Supply network:
Pins as bars on the die edge. Tap cells in gray.
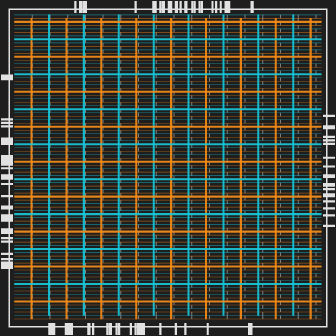
Placement by cell class:
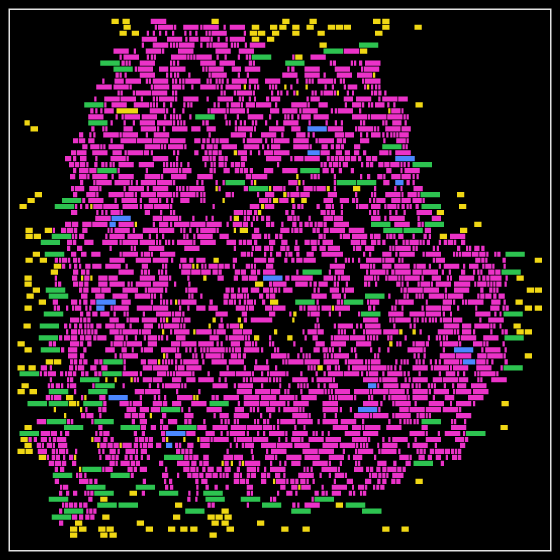
Clock network drawn from the DEF:
The bar under the picture is 50 microns long.
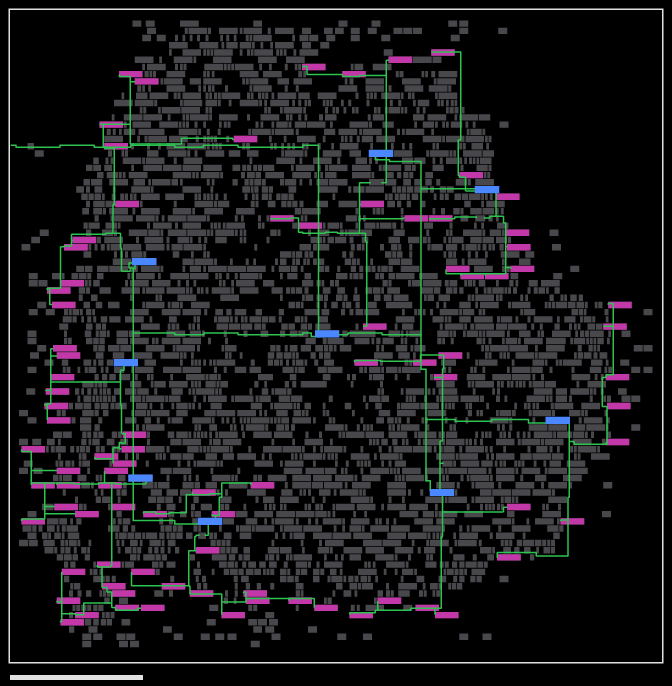
Wiring by layer:
The bar under the picture is 50 microns long.
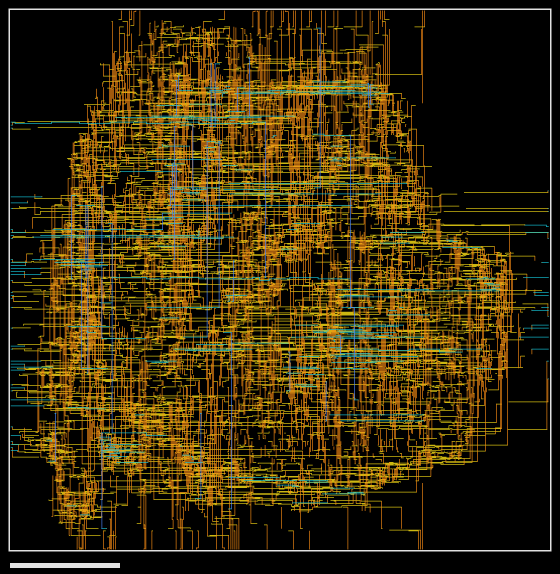
## src/rtl/snr_pkg.sv

```systemverilog
`default_nettype none
// ============================================================================
// snr_pkg : state encodings and accumulator width helper for SNR sequencing
// Rev 1.0
// ============================================================================
package snr_pkg;

   typedef logic [1:0] snr_state_t;

   localparam logic [1:0] ST_IDLE  = 2'd0;
   localparam logic [1:0] ST_ACCUM = 2'd1;
   localparam logic [1:0] ST_HOLD  = 2'd2;

   // A full window of squared samples needs 2*DATA_WIDTH + WIN_LOG2 bits.
   function automatic int calc_acc_w(input int data_width, input int win_log2);
      return 2 * data_width + win_log2;
   endfunction

endpackage
`default_nettype wire

```

## src/rtl/snr_energy_acc.sv

```systemverilog
`default_nettype none
// ============================================================================
// snr_energy_acc : squarer + accumulator pair for signal and noise energy
// Rev 1.0
// ============================================================================
module snr_energy_acc
   import snr_pkg::*;
#(
   parameter int DATA_WIDTH = 16,
   parameter int ACC_W      = 38
) (
   input  logic                  clk,
   input  logic                  reset_n,
   input  logic                  clear,
   input  logic                  enable,
   input  logic [DATA_WIDTH-1:0] data_in,
   input  logic [DATA_WIDTH-1:0] smooth_in,
   output logic [ACC_W-1:0]      signal_energy,
   output logic [ACC_W-1:0]      noise_energy
);

   localparam int PAD_W = ACC_W - 2 * DATA_WIDTH;

   logic [DATA_WIDTH-1:0]   noise_mag;
   logic [2*DATA_WIDTH-1:0] signal_sq;
   logic [2*DATA_WIDTH-1:0] noise_sq;

   // The squared signed difference only needs its magnitude, which always fits DATA_WIDTH bits.
   always_comb begin
      noise_mag = (data_in >= smooth_in) ? (data_in - smooth_in) : (smooth_in - data_in);
      signal_sq = {{DATA_WIDTH{1'b0}}, smooth_in} * {{DATA_WIDTH{1'b0}}, smooth_in};
      noise_sq  = {{DATA_WIDTH{1'b0}}, noise_mag} * {{DATA_WIDTH{1'b0}}, noise_mag};
   end

   always_ff @(posedge clk or negedge reset_n) begin
      if (!reset_n) begin
         signal_energy <= '0;
         noise_energy  <= '0;
      end else if (clear) begin
         signal_energy <= '0;
         noise_energy  <= '0;
      end else if (enable) begin
         signal_energy <= signal_energy + {{PAD_W{1'b0}}, signal_sq};
         noise_energy  <= noise_energy  + {{PAD_W{1'b0}}, noise_sq};
      end
   end

endmodule
`default_nettype wire

```

## src/rtl/snr_window_sequencer.sv

```systemverilog
`default_nettype none
// ============================================================================
// snr_window_sequencer : windowed signal/noise energy accumulation with
// valid/ready result handoff, continuous restart and abort.   Rev 1.0
// ============================================================================
module snr_window_sequencer
   import snr_pkg::*;
#(
   parameter  int DATA_WIDTH = 16,
   parameter  int WIN_LOG2   = 6,
   localparam int ACC_W      = calc_acc_w(DATA_WIDTH, WIN_LOG2)
) (
   input  logic                  clk,
   input  logic                  reset_n,
   input  logic                  start,
   input  logic                  continuous,
   input  logic                  abort,
   input  logic                  sample_valid,
   input  logic [DATA_WIDTH-1:0] data_out,
   input  logic [DATA_WIDTH-1:0] smoothed_signal,
   output logic                  busy,
   output logic [WIN_LOG2:0]     sample_count,
   output logic [ACC_W-1:0]      signal_energy,
   output logic [ACC_W-1:0]      noise_energy,
   output logic                  result_valid,
   input  logic                  result_ready,
   output logic                  sample_lost
);

   localparam logic [WIN_LOG2:0] LAST_CNT = {1'b0, {WIN_LOG2{1'b1}}};
   localparam logic [WIN_LOG2:0] CNT_ONE  = {{WIN_LOG2{1'b0}}, 1'b1};

   snr_state_t state;
   logic       acc_clear;
   logic       acc_enable;

   // Clearing happens on the same edge that opens a new window.
   always_comb begin
      acc_clear  = 1'b0;
      acc_enable = 1'b0;
      if (!abort) begin
         acc_clear  = ((state == ST_IDLE) && start) ||
                      ((state == ST_HOLD) && result_ready && continuous);
         acc_enable = (state == ST_ACCUM) && sample_valid;
      end
   end

   assign busy = (state == ST_ACCUM) || (state == ST_HOLD);

   always_ff @(posedge clk or negedge reset_n) begin
      if (!reset_n) begin
         state        <= ST_IDLE;
         sample_count <= '0;
         result_valid <= 1'b0;
         sample_lost  <= 1'b0;
      end else if (abort) begin
         state        <= ST_IDLE;
         sample_count <= '0;
         result_valid <= 1'b0;
      end else begin
         case (state)
            ST_IDLE: begin
               if (start) begin
                  state        <= ST_ACCUM;
                  sample_count <= '0;
                  sample_lost  <= 1'b0;
               end
            end
            ST_ACCUM: begin
               if (sample_valid) begin
                  sample_count <= sample_count + CNT_ONE;
                  if (sample_count == LAST_CNT) begin
                     state        <= ST_HOLD;
                     result_valid <= 1'b1;
                  end
               end
            end
            ST_HOLD: begin
               // Samples arriving while the result is pending are dropped, including on the restart edge.
               if (sample_valid) begin
                  sample_lost <= 1'b1;
               end
               if (result_ready) begin
                  result_valid <= 1'b0;
                  if (continuous) begin
                     state        <= ST_ACCUM;
                     sample_count <= '0;
                  end else begin
                     state <= ST_IDLE;
                  end
               end
            end
            default: begin
               state        <= ST_IDLE;
               result_valid <= 1'b0;
            end
         endcase
      end
   end

   snr_energy_acc #(
      .DATA_WIDTH (DATA_WIDTH),
      .ACC_W      (ACC_W)
   ) u_energy_acc (
      .clk           (clk),
      .reset_n       (reset_n),
      .clear         (acc_clear),
      .enable        (acc_enable),
      .data_in       (data_out),
      .smooth_in     (smoothed_signal),
      .signal_energy (signal_energy),
      .noise_energy  (noise_energy)
   );

endmodule
`default_nettype wire

```

## config.mk

```make
export PLATFORM = sky130hd
export DESIGN_NAME = snr_window_sequencer
export DESIGN_NICKNAME = d
export VERILOG_FILES = /design/src/rtl/snr_pkg.sv /design/src/rtl/snr_energy_acc.sv /design/src/rtl/snr_window_sequencer.sv
export SDC_FILE = /design/constraint.sdc
export NUM_CORES = 1
export LEC_CHECK = 0
export CORE_MARGIN = 3
export CORE_UTILIZATION = 38
export DETAILED_ROUTE_END_ITERATION = 8
export GPL_TIMING_DRIVEN = 0
export HOLD_SLACK_MARGIN = 0.06
export SYNTH_ARGS = -nofsm -noshare
export SYNTH_HDL_FRONTEND = slang
export SYNTH_SLANG_ARGS = --single-unit
export TNS_END_PERCENT = 30
```

## constraint.sdc

```tcl
create_clock -name clk -period 13.6 [get_ports clk]
set_input_delay 2.72 -clock clk [delete_from_list [all_inputs] [get_ports clk]]
set_output_delay 2.72 -clock clk [all_outputs]
set_load 0.01 [all_outputs]
```

==> results.sh <==
# implementation run metrics
export IMPL_crit_top_cell="fa_1"
export IMPL_yosys_warnings=0
export IMPL_comb_share=0.686
export IMPL_rsz0062_at_grt="no"
export IMPL_setup_violations=0
export IMPL_logic_gates=1692
export IMPL_crit_start="smoothed_signal[9]"
export IMPL_critPathCapture="u_energy_acc.noise_energy[37]$_DFFE_PN0P_"
export IMPL_routed_wl_met3_mm=3.29
export IMPL_post_route_period_util=0.922
export IMPL_dp_hpwl_mm=52.1
export IMPL_firstDrtPassIters=5
export IMPL_syn_area_sq_um=21900
export IMPL_criticalPathCategory="in -> reg"
export IMPL_cts_buffers_inserted=9
export IMPL_status="completed"
export IMPL_worstMarginPinSlew_ps=1310
export IMPL_dominant_cells="multi-input combinational cells"
export IMPL_reg2reg_setup_slack_ps=8090
export IMPL_wl_met2_mm=30.2
export IMPL_area_leaders="fa_1 36%, ha_1 14%, inv_1 12%"
export IMPL_most_common_cell="inv_1"
export IMPL_top_area_cell="fa_1"
Back to the opening pictures, 'supply network':
legend:
  VSS:
    color: orange
  VDD:
    color: cyan
signal pins: 125
met5 straps: 17
Chip Width: 246 microns
Core Region: 56600 sq um

Back to the opening pictures, 'placement by cell class':
legend:
  clock drivers and dummy loads:
    color: blue
    cells: 16
    share_of_their_area: 1.3%
  remaining buffers and delay cells:
    color: yellow
    cells: 203
    share_of_their_area: 6.9%
  remaining logic cells:
    color: magenta
    cells: 2383
    share_of_their_area: 82%
  registers:
    color: green
    cells: 87
    share_of_their_area: 9.3%
Finished Cell Area: 24400 sq um
sequential cell area share: 0.0893
final core utilization: 0.431

Back to the opening pictures, 'clock network drawn from the DEF':
legend:
  clock wires:
    color: green
    length: 2180 microns
  flip-flops:
    color: magenta
    count: 87
  clock-net drivers:
    color: blue
    count: 9
routed clock nets: 10

Back to the opening pictures, 'wiring by layer':
legend:
  M4:
    color: blue
    wire_length: 1320 microns
  M1:
    color: yellow
    wire_length: 27.6 mm
  M3:
    color: cyan
    wire_length: 3290 microns
  M2:
    color: orange
    wire_length: 30.2 mm
Vias: 17500
drt wl/cell: 18.1 microns
GRT Total Usage: 0.213

